### src/rtl/bram_frame_ctrl.sv
// Store-then-forward frame buffer sequencer: fills a BRAM with one frame,
// then drains it in raster order with x/y/last tagging.
module bram_frame_ctrl #(
  parameter int WIDTH      = 720,
  parameter int HEIGHT     = 540,
  parameter int DATA_WIDTH = 12,
  parameter int ADDR_WIDTH = 19
) (
  input  logic                  clock,
  input  logic                  reset,
  input  logic                  in_valid,
  output logic                  in_ready,
  input  logic [DATA_WIDTH-1:0] in_data,
  output logic                  out_valid,
  input  logic                  out_ready,
  output logic [DATA_WIDTH-1:0] out_data,
  output logic [15:0]           out_x,
  output logic [15:0]           out_y,
  output logic                  out_last,
  output logic                  bram_wr_en,
  output logic [ADDR_WIDTH-1:0] bram_wr_addr,
  output logic [DATA_WIDTH-1:0] bram_din,
  output logic [ADDR_WIDTH-1:0] bram_rd_addr,
  input  logic [DATA_WIDTH-1:0] bram_dout,
  output logic                  busy
);

  typedef enum logic {
    FILL  = 1'b0,
    DRAIN = 1'b1
  } state_e;

  localparam logic [ADDR_WIDTH-1:0] LAST =
    ADDR_WIDTH'(WIDTH * HEIGHT - 1);
  localparam logic [15:0] XMAX = 16'(WIDTH - 1);

  state_e                state;
  state_e                state_nx;
  logic [ADDR_WIDTH-1:0] wr_cnt;
  logic [ADDR_WIDTH-1:0] rd_cnt;
  logic [15:0]           x;
  logic [15:0]           y;
  logic                  rd_done;
  logic                  load;
  logic                  rd_last;
  logic                  wr_last;
  logic                  out_fire;

  assign wr_last  = wr_cnt == LAST;
  assign rd_last  = rd_cnt == LAST;
  assign out_fire = out_valid & out_ready;
  assign load     = (state == DRAIN) & ~rd_done
                  & (~out_valid | out_ready);

  always_ff @(posedge clock or negedge reset) begin
    if (!reset) state <= FILL;
    else        state <= state_nx;
  end

  always_comb begin
    state_nx = state;
    unique case (state)
      FILL:  if (in_valid && wr_last) state_nx = DRAIN;
      DRAIN: if (out_fire && out_last) state_nx = FILL;
    endcase
  end

  always_comb begin
    in_ready     = state == FILL;
    busy         = state == DRAIN;
    bram_wr_en   = in_valid & in_ready;
    bram_din     = in_data;
    bram_wr_addr = wr_cnt;
    bram_rd_addr = rd_cnt;
  end

  always_ff @(posedge clock or negedge reset) begin
    if (!reset) begin
      wr_cnt <= '0;
    end else if (bram_wr_en) begin
      wr_cnt <= wr_last ? '0 : wr_cnt + 1'b1;
    end
  end

  // Read side: one load per free output slot; rd_done stops the reader
  // after the last pixel until the final handshake returns us to FILL.
  always_ff @(posedge clock or negedge reset) begin
    if (!reset) begin
      rd_cnt    <= '0;
      x         <= '0;
      y         <= '0;
      rd_done   <= 1'b0;
      out_valid <= 1'b0;
      out_data  <= '0;
      out_x     <= '0;
      out_y     <= '0;
      out_last  <= 1'b0;
    end else if (load) begin
      out_data  <= bram_dout;
      out_valid <= 1'b1;
      out_x     <= x;
      out_y     <= y;
      out_last  <= rd_last;
      if (rd_last) begin
        rd_done <= 1'b1;
        rd_cnt  <= '0;
        x       <= '0;
        y       <= '0;
      end else begin
        rd_cnt <= rd_cnt + 1'b1;
        if (x == XMAX) begin
          x <= '0;
          y <= y + 16'd1;
        end else begin
          x <= x + 16'd1;
        end
      end
    end else if (out_fire) begin
      out_valid <= 1'b0;
      if (out_last) rd_done <= 1'b0;
    end
  end

endmodule
### config.mk
export PLATFORM = sky130hd
export DESIGN_NAME = bram_frame_ctrl
export DESIGN_NICKNAME = d
export VERILOG_FILES = /design/src/rtl/bram_frame_ctrl.sv
export SDC_FILE = /design/constraint.sdc
export NUM_CORES = 1
export LEC_CHECK = 0
export ABC_CLOCK_PERIOD_IN_PS = 2200
export CORE_MARGIN = 3
export CORE_UTILIZATION = 46
export CTS_BUF_LIST = sky130_fd_sc_hd__clkbuf_4 sky130_fd_sc_hd__clkbuf_8 sky130_fd_sc_hd__clkbuf_16
export DETAILED_ROUTE_END_ITERATION = 6
export PLACE_DENSITY = 0.85
export REMOVE_ABC_BUFFERS = 1
export SLEW_MARGIN = 30
export SYNTH_ARGS = -nofsm -noshare
export SYNTH_HDL_FRONTEND = slang
export SYNTH_SLANG_ARGS = --single-unit
### constraint.sdc
create_clock -name clock -period 2.2 [get_ports clock]
set_input_delay 0.44 -clock clock [delete_from_list [all_inputs] [get_ports clock]]
set_output_delay 0.44 -clock clock [all_outputs]
set_load 0.02 [all_outputs]
==> Flow_metrics.wiki <==
=== Synthesis and place and route ===
{| class="wikitable"
! Metric !! Value
|-
| Worst Path Buf+Inv || 0
|-
| Status || complete, no violations
|-
| Number of cells in Yosys stat || between 600 and 700
|-
| Highest Signal Layer || met4
|-
| Fin worst setup slack || 56.9 ps
|-
| Maximum Capacitance Violations || 0
|-
| LEAKAGE || 3.47 nW
|-
| Comb_multi_in || 449
|-
| Basic-gate share of the synthesized area counting and, or, nand and nor cells || 29.6%
|-
| Site row count || 39
|-
| Setup slack on the worst flop-to-flop path || 60 ps
|-
| Final HPWL DP || about 10 mm
|-
| H-tree depth reported by CTS || 4
|-
| Number of library cell types mapped by synthesis || 48
|-
| Routed length on met1 || 6.40 mm
|-
| Combined area of all synthesized cells || 5630 sq um
|-
| Top-area cell type share of the netlist area || 52.5%
|-
| Data arrival at the endpoint of the critical path || between 2000 and 2500 ps
|-
| Power drawn by the sequential cells || 2.33 mW
|-
| Final Hold Slack || 73.1 ps
|-
| FFs w/ async S/R, synth || 100%
|-
| Power of the clock network || 2.66 mW
|-
| Highest-count cells in the layout ignoring fill and taps || sky130_fd_sc_hd__nand2_1, sky130_fd_sc_hd__dfrtp_1, sky130_fd_sc_hd__clkdlybuf4s50_1, sky130_fd_sc_hd__nor2_1, sky130_fd_sc_hd__buf_4
|-
| Register area || 2950 sq um
|-
| Vias || 5000
|-
| Worst Setup EP || x[0]
|-
| Multiplexer fraction of the synthesized cell area || 0.556%
|}
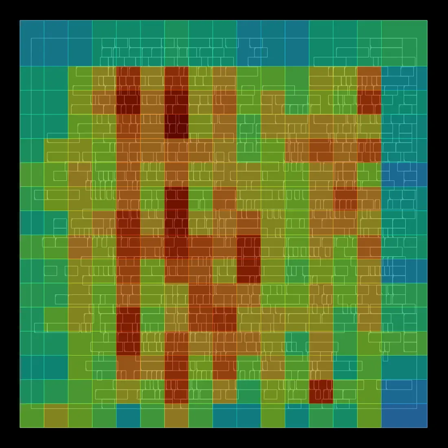
(images/congestion.png)
routed wire length per instance: 16.4 um
Final Core Density: 64.8%
global-route track usage on met3: 6.58%
aggregate global-route resource usage: 22.1%
met1 usage in global routing: 28.2%

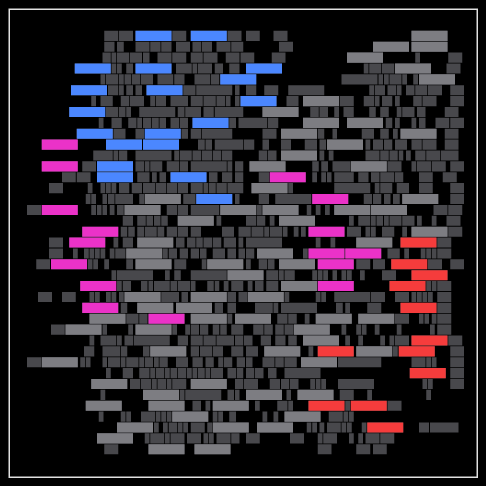
(images/flops_by_reg.png)
(4 px per um)
magenta -> out_y  # flops 16
red -> out_data  # flops 12
blue -> bram_rd_addr  # flops 19
not colored = 71

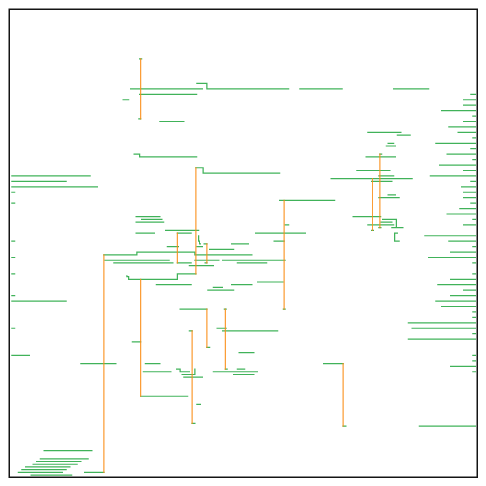
(images/wires.png)
(4 px per um) Only two layers are drawn.
orange -> metal 4  # wire length 259 um
green -> metal 3  # wire length 983 um

No activity file was given, so power comes from the tool's default toggle rates.
